## config.mk

```make
export PLATFORM = sky130hd
export DESIGN_NAME = usart_tx_arbiter
export DESIGN_NICKNAME = d
export VERILOG_FILES = /design/src/rtl/usart_arb_pkg.sv /design/src/rtl/usart_rr_pick.sv /design/src/rtl/usart_tx_arbiter.sv
export SDC_FILE = /design/constraint.sdc
export NUM_CORES = 1
export LEC_CHECK = 0
export CORE_ASPECT_RATIO = 1.4
export CORE_MARGIN = 5
export CORE_UTILIZATION = 34
export CTS_CLUSTER_SIZE = 16
export DETAILED_ROUTE_END_ITERATION = 7
export PLACE_DENSITY = 0.9
export SLEW_MARGIN = 20
export SYNTH_ARGS = -nofsm -noshare
export SYNTH_HDL_FRONTEND = slang
export SYNTH_SLANG_ARGS = --single-unit
```

## constraint.sdc

```tcl
create_clock -name clk -period 2.7 [get_ports clk]
set_clock_uncertainty 0.2 [all_clocks]
set_input_delay 0.405 -clock clk [delete_from_list [all_inputs] [get_ports clk]]
set_output_delay 0.405 -clock clk [all_outputs]
set_load 0.02 [all_outputs]
```

## src/rtl/usart_arb_pkg.sv

```systemverilog
// usart_arb_pkg
// Shared types and helpers for the USART transmit arbiter and its round-robin
// picker.
//   arb_state_t : arbiter FSM state encoding (IDLE, SEND, GAP)
//   STAT_WIDTH  : width of each per-requester frame counter (stats build)
//   rr_next     : next round-robin index with wrap-around
package usart_arb_pkg;

  typedef enum logic [1:0] {
    IDLE = 2'd0,
    SEND = 2'd1,
    GAP  = 2'd2
  } arb_state_t;

  localparam int unsigned STAT_WIDTH = 16;

  // Index that follows idx in a ring of n entries.
  function automatic int unsigned rr_next(input int unsigned idx, input int unsigned n);
    return (idx + 32'd1 >= n) ? 32'd0 : idx + 32'd1;
  endfunction

endpackage

```

## src/rtl/usart_rr_pick.sv

```systemverilog
// usart_rr_pick
// Purely combinational rotating-priority picker. Finds the first set bit of
// req_i, scanning upward from ptr_i and wrapping past N-1 back to 0.
//   req_i   : request vector, N bits
//   ptr_i   : index with highest priority
//   found_o : at least one request is set
//   idx_o   : index of the winning request (0 when found_o is low)
module usart_rr_pick #(
  parameter int unsigned N     = 4,
  parameter int unsigned IDX_W = $clog2(N)
) (
  input  logic [N-1:0]     req_i,
  input  logic [IDX_W-1:0] ptr_i,
  output logic             found_o,
  output logic [IDX_W-1:0] idx_o
);

  logic [2*N-1:0] dbl;
  logic [N-1:0]   rot;
  logic [IDX_W:0] sum;

  // Rotate so that bit 0 of rot is the request at ptr_i; the lowest set bit
  // of rot is then the winner, offset back by ptr_i modulo N.
  always_comb begin
    dbl     = {req_i, req_i} >> ptr_i;
    rot     = dbl[N-1:0];
    found_o = |rot;
    sum     = '0;
    idx_o   = '0;
    for (int unsigned j = N; j > 0; j--) begin
      if (rot[j-1]) begin
        sum = {1'b0, ptr_i} + (IDX_W+1)'(j - 1);
      end
    end
    if (sum >= (IDX_W+1)'(N)) begin
      idx_o = IDX_W'(32'(sum) - N);
    end else begin
      idx_o = sum[IDX_W-1:0];
    end
  end

endmodule

```

## src/rtl/usart_tx_arbiter.sv

```systemverilog
// usart_tx_arbiter
// Round-robin arbiter sharing one USART transmitter between NUM_REQ frame
// producers. One whole frame is latched per grant, then held on tx_data/tx_valid
// until tx_ready; after each transfer GAP_CYCLES idle cycles are enforced.
// Optional statistics (per-requester saturating frame counters) are built when
// the macro USART_TX_ARB_STATS_EN is defined.
//   clk         : system clock, rising edge
//   reset_n     : asynchronous active-low reset
//   req_valid   : per-requester frame valid
//   req_data    : per-requester payloads, requester k at [k*DATA_LENGTH +: DATA_LENGTH]
//   req_ready   : per-requester accept strobe, one-hot or zero (combinational in IDLE)
//   tx_data     : frame to the USART transmitter
//   tx_valid    : frame valid to the USART transmitter
//   tx_ready    : USART transmitter can accept a frame
//   busy        : FSM is outside IDLE
//   grant_id    : index of the last granted requester
//   frame_count : (stats) per-requester completed-frame counters, STAT_WIDTH each
//   stats_clear : (stats) synchronous clear of all counters
module usart_tx_arbiter
  import usart_arb_pkg::*;
#(
  parameter int unsigned DATA_LENGTH = 48,
  parameter int unsigned NUM_REQ     = 4,
  parameter int unsigned GAP_CYCLES  = 8
) (
  input  logic                           clk,
  input  logic                           reset_n,
  input  logic [NUM_REQ-1:0]             req_valid,
  input  logic [NUM_REQ*DATA_LENGTH-1:0] req_data,
  output logic [NUM_REQ-1:0]             req_ready,
  output logic [DATA_LENGTH-1:0]         tx_data,
  output logic                           tx_valid,
  input  logic                           tx_ready,
  output logic                           busy,
  output logic [$clog2(NUM_REQ)-1:0]     grant_id
`ifdef USART_TX_ARB_STATS_EN
  ,
  output logic [NUM_REQ*STAT_WIDTH-1:0]  frame_count,
  input  logic                           stats_clear
`endif
);

  localparam int unsigned ID_W  = $clog2(NUM_REQ);
  localparam int unsigned CNT_W = (GAP_CYCLES > 1) ? $clog2(GAP_CYCLES) : 1;

  arb_state_t             state_q;
  logic [ID_W-1:0]        ptr_q;
  logic [ID_W-1:0]        grant_q;
  logic [DATA_LENGTH-1:0] tx_data_q;
  logic                   tx_valid_q;
  logic                   busy_q;
  logic [CNT_W-1:0]       gap_q;

  logic                   pick_found;
  logic [ID_W-1:0]        pick_idx;
  logic [DATA_LENGTH-1:0] pick_data;
  logic                   grant_now;
  logic                   tx_done;

  usart_rr_pick #(
    .N     (NUM_REQ),
    .IDX_W (ID_W)
  ) u_pick (
    .req_i   (req_valid),
    .ptr_i   (ptr_q),
    .found_o (pick_found),
    .idx_o   (pick_idx)
  );

  assign grant_now = (state_q == IDLE) && pick_found;
  assign tx_done   = (state_q == SEND) && tx_ready;

  always_comb begin
    pick_data = '0;
    for (int unsigned k = 0; k < NUM_REQ; k++) begin
      if (ID_W'(k) == pick_idx) begin
        pick_data = req_data[k*DATA_LENGTH +: DATA_LENGTH];
      end
    end
  end

  // The accept strobe has to land in the same cycle the pick is made, so it
  // is the only output not taken from a register.
  always_comb begin
    req_ready = '0;
    for (int unsigned k = 0; k < NUM_REQ; k++) begin
      if (grant_now && (ID_W'(k) == pick_idx)) begin
        req_ready[k] = 1'b1;
      end
    end
  end

  always_ff @(posedge clk or negedge reset_n) begin
    if (!reset_n) begin
      state_q    <= IDLE;
      ptr_q      <= '0;
      grant_q    <= '0;
      tx_data_q  <= '0;
      tx_valid_q <= 1'b0;
      busy_q     <= 1'b0;
      gap_q      <= '0;
    end else begin
      case (state_q)
        IDLE: begin
          if (pick_found) begin
            tx_data_q  <= pick_data;
            grant_q    <= pick_idx;
            ptr_q      <= ID_W'(rr_next(32'(pick_idx), NUM_REQ));
            tx_valid_q <= 1'b1;
            busy_q     <= 1'b1;
            state_q    <= SEND;
          end
        end
        SEND: begin
          if (tx_ready) begin
            tx_valid_q <= 1'b0;
            if (GAP_CYCLES > 0) begin
              // Counter runs GAP_CYCLES-1 down to 0 inclusive: GAP_CYCLES cycles.
              gap_q   <= CNT_W'(GAP_CYCLES - 1);
              state_q <= GAP;
            end else begin
              busy_q  <= 1'b0;
              state_q <= IDLE;
            end
          end
        end
        GAP: begin
          if (gap_q == '0) begin
            busy_q  <= 1'b0;
            state_q <= IDLE;
          end else begin
            gap_q <= gap_q - 1'b1;
          end
        end
        default: begin
          tx_valid_q <= 1'b0;
          busy_q     <= 1'b0;
          state_q    <= IDLE;
        end
      endcase
    end
  end

  assign tx_data  = tx_data_q;
  assign tx_valid = tx_valid_q;
  assign busy     = busy_q;
  assign grant_id = grant_q;

`ifdef USART_TX_ARB_STATS_EN
  logic [NUM_REQ*STAT_WIDTH-1:0] cnt_q;

  // Counted on tx completion, attributed to the requester held in grant_q.
  always_ff @(posedge clk or negedge reset_n) begin
    if (!reset_n) begin
      cnt_q <= '0;
    end else if (stats_clear) begin
      cnt_q <= '0;
    end else if (tx_done) begin
      for (int unsigned k = 0; k < NUM_REQ; k++) begin
        if ((ID_W'(k) == grant_q) && (cnt_q[k*STAT_WIDTH +: STAT_WIDTH] != '1)) begin
          cnt_q[k*STAT_WIDTH +: STAT_WIDTH] <= cnt_q[k*STAT_WIDTH +: STAT_WIDTH] + 1'b1;
        end
      end
    end
  end

  assign frame_count = cnt_q;
`endif

endmodule

```

Fig. 1: run 1, I/O nets highlighted
Scale: 3 px per um.
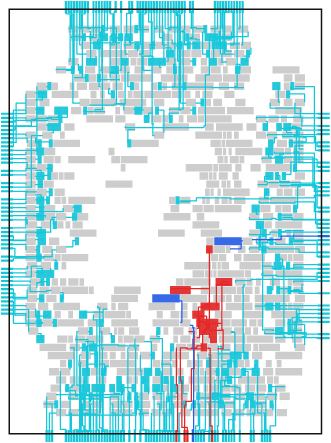
[cyan] `req_data` | direction: input | edge: 59 south, 51 north, 44 west, 38 east | end cells: 192 | buffers: 192 | wire: 4470 um
[blue] `grant_id` | direction: output | edge: 1 south, 1 east | end cells: 2 | buffers: 2 | wire: 75.2 um
[red] `req_valid` | direction: input | edge: south | end cells: 14 | buffers: 5 | wire: 278 um

Fig. 2: run 1, the metal 3 layer
Scale: 3 px per um. Cells faint in the background.
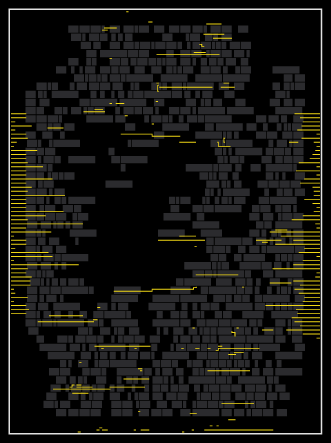
wire length on this layer: 1050 um
main direction: horizontal
share of all routed wire: 6.5%
nets with wire on the layer: 153
longest straight run: 23.7 um

Fig. 3: run 1, clock wires, drivers and flops
Scale: 3 px per um.
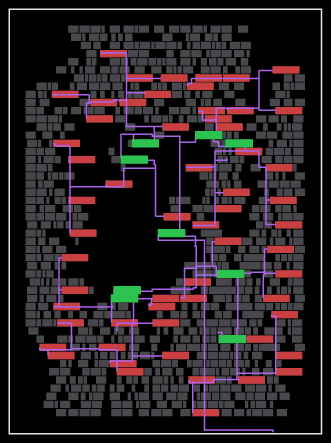
[red] flip-flops | count: 59
[green] clock-net drivers | count: 9
[purple] clock wires | length: 996 um
routed clock nets: 10
flops lie: spread over the die

==> results.tsv, run 1 <==
metric	value	unit
worst_r2r_path_depth	9	
detail_route.iter0.violations	251	
tritoncts	done	
clock_tree.root_cell	sky130_fd_sc_hd__clkbuf_16	
clock_latency	0.32	ns
antenna_found_initial	0	
antenna_cells_inserted	0	
worstPathMaxFanout	3	
per_instance_average_area_after_synthesis	8.05	um^2
worst_setup_path_startpoint	req_valid[1]	
grt_pass1_vias	4928	
met3RoutedLength	1050	um
grt_start_max_net_pins	54	
hold-path-cell-count	2	
finalCritPeriodShare	97.7	%
detail-route-antenna-nets	0	
detail_route.first_pass.iterations	5	
final_hold_viol_count	0	
worst-slew-pin-transition	0.758	ns
layout.core_utilization	60.1	%
syn_area	4170	um^2
min_delay_worst_endpoint	gap_q[1]	
path_class	in2out	
openroad.warnings	29	
required_arrival_time_at_the_worst_endpoint	2.10	ns
worst_setup_path_start_kind	input port	
pre_cts_slack	-0.398	ns
synth_top_cell_by_area	sky130_fd_sc_hd__dfrtp_1	
logic_area	2350	um^2
grt_use_total	21.0	%
area.growth.synth_to_final	75.8	%
dpl.hpwl	12200	um
initCoreUtil	34.2	%
synth_top_area_share	35.4	%
min-delay-start	gap_q[1]	
yosys_area	4170	um^2
cts.path.max_buffers	2	
cellPowerDensity	1040	nW/um^2
post_route_cells_drive_above_1_share	10.5	%
cts_buffers	9	
grt_overflow_total	0	
numClockSinks	59	
run_status	finished, final reports clean	
hold_path.class	reg2reg	
post_drt_via_cell_ratio	5.45	
gr-max-usage-layer	met2	
portBuffers	254	
finalSetupTns	0	ns
hold_ws	0.317	ns
place_congestion	0.865	
dpl.cell_count	899	
ioPinCount	255	
cts_setup_buffers	0	
max_cap_violations	0	
worst_slew_margin_rel	49.5	%
synth-cells-yosys	518	
dr.max_layer_used	met4	
clk_pin_slew_worst_paths	0.05	ns
drcViolationCount	0	
rr_startpoint	ptr_q[1]	
synth-warning-count	0	
rsz0062_at_grt	no	
netlist_top_cells_area	sky130_fd_sc_hd__dfrtp_1 35%, sky130_fd_sc_hd__a221o_1 12%, sky130_fd_sc_hd__a21oi_1 11%	
cell_area_placed	7000	um^2
final_cells	915	
grt_util_met3	4.35	%
ff2ff_setup_slack	0.14	ns
dr_wl_met2	8430	um
regArea	1480	um^2
gr-usage-met2	37.5	%
max_freq	379	MHz
final_cell_mix	247 x sky130_fd_sc_hd__clkdlybuf4s50_1, 89 x sky130_fd_sc_hd__a21oi_1, 59 x sky130_fd_sc_hd__dfrtp_1, 57 x sky130_fd_sc_hd__nand2_1, 52 x sky130_fd_sc_hd__inv_1	
category_of_the_worst_setup_path_capture_point	output pin	
route.detailed.wl_per_inst	17.8	um
timing.rr.end	tx_data[10]	
p_leak	2.94	nW
cts-htree-levels	3	
route.final.wire_length	16300	um
finish.net_count	966	
vias	4990	
chip_area	14600	um^2
finalSetupViolations	0	
grt_first_pass_wirelength	25200	um
slew_violations	0	
wp_data_arrival	2.03	ns
fp.dieW	104	um
grt_use_met1	23.6	%
endpoint	req_ready[1]	
n_fill_cell	1025	
finish.instance_area	7330	um^2
synth_cells	518	
ys.flops	59	
cts_resized	25	
postSynthSeqShare	35.4	%
design.core.area	12200	um^2
mostFrequentLayoutCell	sky130_fd_sc_hd__clkdlybuf4s50_1	
wl_met1	6120	um
ys_types	35	
placementRows	48	
timing.final.ws_setup	0.0627	ns
fp.dieH	141	um
final_period_minus_worst_setup_slack	2.64	ns
totalPowerFinal	7.65	mW
worst_ir_drop_on_vdd	0.402	mV
synthesis.nets	723	
hold_buffers	1	
run 1: cell families after synthesis:
| group | count (synthesis) | synth area share, % |
|---|---|---|
| AOI/OAI and AO/OA | 214 | 34.6 |
| adders and majority gates | 6 | 1.80 |
| buffers and inverters | 108 | 10.6 |
| DFF | 59 | 35.4 |
| muxes | 2 | 0.510 |
| and+or+nand+nor | 129 | 17.1 |
run 1: final cells by class:
| class | count | share of cell area (%) |
|---|---|---|
| clock inverter | 3 | 0.205 |
| sequential | 59 | 20.2 |
| multi-input combinational | 351 | 32.1 |
| clock buffer | 12 | 3.36 |
| timing repair buffer | 288 | 39.0 |
| inverter | 52 | 2.66 |
| tap | 150 | 2.56 |
run 1: where the power goes:
part | switching, mW | internal [mW] | leakage [nW]
sequential | 0.291 | 1.36 | 0.672
combinational | 2.58 | 2.39 | 2.13
clock | 0.394 | 0.636 | 0.132
run 1: worst max-delay path, cell delays in order:
cell and delay, ns:
sky130_fd_sc_hd__clkdlybuf4s50_1 0.48, sky130_fd_sc_hd__nand2b_1 0.07, sky130_fd_sc_hd__and3_1 0.20, sky130_fd_sc_hd__nor3_2 0.21
sky130_fd_sc_hd__buf_4 0.17, sky130_fd_sc_hd__ha_4 0.16, sky130_fd_sc_hd__and3_1 0.16, sky130_fd_sc_hd__buf_2 0.17
run 1: flip-flops by register name, summed over array words and instances, names as in the netlist:
| signal | count |
|---|---|
| tx_data | 48 |
| busy | 1 |
| gap_q | 3 |
| tx_valid | 1 |
| grant_id | 2 |
| state_q | 2 |
| ptr_q | 2 |
run 1: synth_stat cells:
master / number
sky130_fd_sc_hd__a21oi_1: 90
sky130_fd_sc_hd__dfrtp_1: 59
sky130_fd_sc_hd__nand2_1: 57
sky130_fd_sc_hd__inv_1: 52
sky130_fd_sc_hd__a31oi_1: 50
sky130_fd_sc_hd__a221o_1: 48
sky130_fd_sc_hd__nand3b_1: 48
sky130_fd_sc_hd__clkbuf_1: 42
sky130_fd_sc_hd__a21oi_2: 10
sky130_fd_sc_hd__buf_2: 10
sky130_fd_sc_hd__o21ai_0: 7
sky130_fd_sc_hd__ha_1: 6
sky130_fd_sc_hd__nor2_1: 6
sky130_fd_sc_hd__and3_1: 5
sky130_fd_sc_hd__buf_6: 3
sky130_fd_sc_hd__nand2b_1: 3
sky130_fd_sc_hd__nor2b_1: 2
sky130_fd_sc_hd__o311ai_0: 2
sky130_fd_sc_hd__or2_2: 2
sky130_fd_sc_hd__a211oi_1: 1
sky130_fd_sc_hd__a21boi_0: 1
sky130_fd_sc_hd__a21o_1: 1
sky130_fd_sc_hd__a31o_2: 1
sky130_fd_sc_hd__clkbuf_2: 1
sky130_fd_sc_hd__mux2_2: 1
sky130_fd_sc_hd__mux2i_1: 1
sky130_fd_sc_hd__nand4b_1: 1
sky130_fd_sc_hd__nor3_1: 1
sky130_fd_sc_hd__nor3b_1: 1
sky130_fd_sc_hd__nor4_1: 1
sky130_fd_sc_hd__o221ai_1: 1
sky130_fd_sc_hd__o2bb2ai_1: 1
sky130_fd_sc_hd__o31ai_1: 1
sky130_fd_sc_hd__or3_1: 1
sky130_fd_sc_hd__or4_1: 1
==> run 2, diff against run 1 <==
ABC_CLOCK_PERIOD_IN_PS = 2700   (was default)
==> run 2 against run 1 <==
Compared with the run above: highest routed layer unchanged; worst setup slack did not move; critical endpoint unchanged; sequential power barely moved; first-iteration DRC count did not move; register-to-register slack barely moved.
==> results.tsv, run 2 <==
metric	value	unit
openroad.warnings	29	
largest_register_ff_count	48	
cell_area_placed	7000	um^2
netlist_top_cells_count	90 x sky130_fd_sc_hd__a21oi_1, 59 x sky130_fd_sc_hd__dfrtp_1, 57 x sky130_fd_sc_hd__nand2_1	
comb_power_share	64.9	%
vias	4990	
per_instance_average_area_after_synthesis	8.05	um^2
logic_area	2350	um^2
clk_pin_slew_worst_paths	0.05	ns
n_fill_cell	1025	
rsz0062_at_grt	no	
synth_top_cell_by_area	sky130_fd_sc_hd__dfrtp_1	
finalSetupViolations	0	
internal_power	4.38	mW
design.core.area	12200	um^2
post_drt_via_cell_ratio	5.45	
sw_share	42.7	%
dpl.hpwl	12200	um
final_cell_mix	247 x sky130_fd_sc_hd__clkdlybuf4s50_1, 89 x sky130_fd_sc_hd__a21oi_1, 59 x sky130_fd_sc_hd__dfrtp_1, 57 x sky130_fd_sc_hd__nand2_1, 52 x sky130_fd_sc_hd__inv_1	
route.detailed.wl_per_inst	17.8	um
grt_pass1_vias	4928	
numClockSinks	59	
postSynthSeqShare	35.4	%
clock_tree.root_cell	sky130_fd_sc_hd__clkbuf_16	
drcViolationCount	0	
finalCritPeriodShare	97.7	%
antenna_found_initial	0	
worst_setup_path_start_kind	input port	
hold-path-cell-count	2	
grt_overflow_total	0	
final_period_minus_worst_setup_slack	2.64	ns
synthesis.nets	723	
totalPowerFinal	7.65	mW
cellPowerDensity	1040	nW/um^2
place_congestion	0.865	
placementRows	48	
worst-slew-pin-transition	0.758	ns
worst_r2r_path_depth	9	
wp_data_arrival	2.03	ns
synth-edff-count	0	
postSynth.asyncResetShare	100	%
grt_start_max_net_pins	54	
hold_path.class	reg2reg	
cts-htree-levels	3	
portBuffers	254	
route.final.wire_length	16300	um
detail-route-antenna-nets	0	
min-delay-start	gap_q[1]	
hold_ws	0.317	ns
area.growth.synth_to_final	75.8	%
finish.instance_area	7330	um^2
chip_area	14600	um^2
fp.dieW	104	um
post_route_cells_drive_above_1_share	10.5	%
finish.net_count	966	
ff2ff_setup_slack	0.14	ns
yosys_area	4170	um^2
cts_setup_buffers	0	
power_share_of_the_sequential_group	21.6	%
timing.rr.end	tx_data[10]	
rr_startpoint	ptr_q[1]	
ys.flops	59	
fp.dieH	141	um
syn_area	4170	um^2
ioPinCount	255	
p_leak	2.94	nW
mostFrequentLayoutCell	sky130_fd_sc_hd__clkdlybuf4s50_1	
worst_slew_margin_rel	49.5	%
tritoncts	done	
p_sw	3.26	mW
worstPathMaxFanout	3	
synth_cells	518	
worst_ir_drop_on_vdd	0.402	mV
antenna_cells_inserted	0	
regArea	1480	um^2
grt_use_total	21.0	%
cts.path.max_buffers	2	
synth.most_common_cell	sky130_fd_sc_hd__a21oi_1	
synth_top_area_share	35.4	%
detail_route.first_pass.iterations	5	
final_hold_viol_count	0	
ys_dominant_reg_cell	sky130_fd_sc_hd__dfrtp_1	
max_cap_violations	0	
path_class	in2out	
detail_route.iter0.violations	251	
run_status	finished, final reports clean	
slew_violations	0	
required_arrival_time_at_the_worst_endpoint	2.10	ns
synth-warning-count	0	
initCoreUtil	34.2	%
grt_first_pass_wirelength	25200	um
layout.core_utilization	60.1	%
category_of_the_worst_setup_path_capture_point	output pin	
min_delay_worst_endpoint	gap_q[1]	
synth-cells-yosys	518	
netlist_top_cells_area	sky130_fd_sc_hd__dfrtp_1 35%, sky130_fd_sc_hd__a221o_1 12%, sky130_fd_sc_hd__a21oi_1 11%	
max_freq	379	MHz
ys_types	35	
run 2: worst max path at each step:
stage	from	end	slack (ns)	cells after the start
after global routing	req_valid[1]	req_ready[1]	0.01	8
after floorplan	ptr_q[1]	req_ready[2]	0.03	8
after global placement	req_valid[3]	req_ready[3]	-0.39	7
after CTS	req_valid[1]	req_ready[0]	0.01	7
final	req_valid[1]	req_ready[1]	0.06	8
after detailed placement	req_valid[0]	req_ready[0]	-0.40	6
run 2: timing repair:
item | CTS | global route
hold buffers | 1 | 0
setup endpoints to repair | 40 | 38
endpoints found under the hold margin | 28 | 0
resized | 25 | 9
pin swaps | 0 | 4
run 2: cell type report:
cell class / instances / share of cell area, %
flip-flops and latches: 59 / 20.2
clock buffers: 12 / 3.36
well taps: 150 / 2.56
clock inverters: 3 / 0.205
inverters: 52 / 2.66
repair buffers: 288 / 39.0
multi-input cells: 351 / 32.1
run 2: critical path: stages:
cell and delay [ns]:
sky130_fd_sc_hd__clkdlybuf4s50_1 0.48, sky130_fd_sc_hd__nand2b_1 0.07, sky130_fd_sc_hd__and3_1 0.20, sky130_fd_sc_hd__nor3_2 0.21, sky130_fd_sc_hd__buf_4 0.17, sky130_fd_sc_hd__ha_4 0.16, sky130_fd_sc_hd__and3_1 0.16, sky130_fd_sc_hd__buf_2 0.17
run 2: logic make-up after synthesis:
logic type | synth area share [%]
AOI/OAI and AO/OA | 34.6
and+or+nand+nor | 17.1
buffers and inverters | 10.6
DFF | 35.4
adders and majority gates | 1.80
muxes | 0.510
run 2: power groups by stage:
stage | sequential [mW] | combinational, mW | clock, mW
3_5_place_dp | 1.65 | 4.91 | 0
4_1_cts | 1.65 | 4.94 | 1.05
5_1_grt | 1.71 | 5.35 | 1.09
6_report | 1.65 | 4.96 | 1.03
2_1_floorplan | 2.12 | 2.38 | 0
3_3_place_gp | 1.64 | 4.80 | 0
run 2: metrics by stage:
step                      cells  setup WS, ns  TNS (ns)
final                       915        0.0627         0
after detailed placement    899        -0.398    -15.65
after CTS                   915        0.0104         0
after floorplan             518        0.0282         0
after global routing        915        0.0146         0
after global placement      899        -0.387    -13.87
run 2: metal layers:
layer  GRT usage, %  wire length, um  vias to the layer above
met4           10.4              710                        0
met2           37.5             8430                      225
li1               -                -                     2389
met1           23.6             6120                     2320
met3           4.35             1050                       56
met5              0                0                        -
Fig. 4: run 2, the clock network
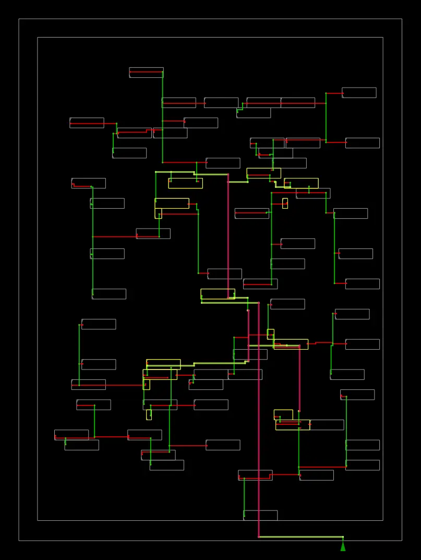
total CTS buffers: 9
clock distribution power: 1.03 mW

Fig. 5: run 2, clock wires, drivers and flops
Scale: 3 px per um.
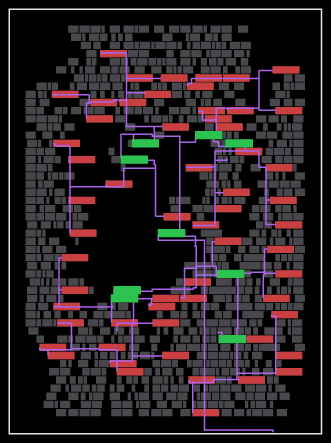
clock insertion delay at the later pin of the skew report: 0.32 ns
relative contribution of the clock network to total power: 13.5%

Power and IR drop assume default switching activity.
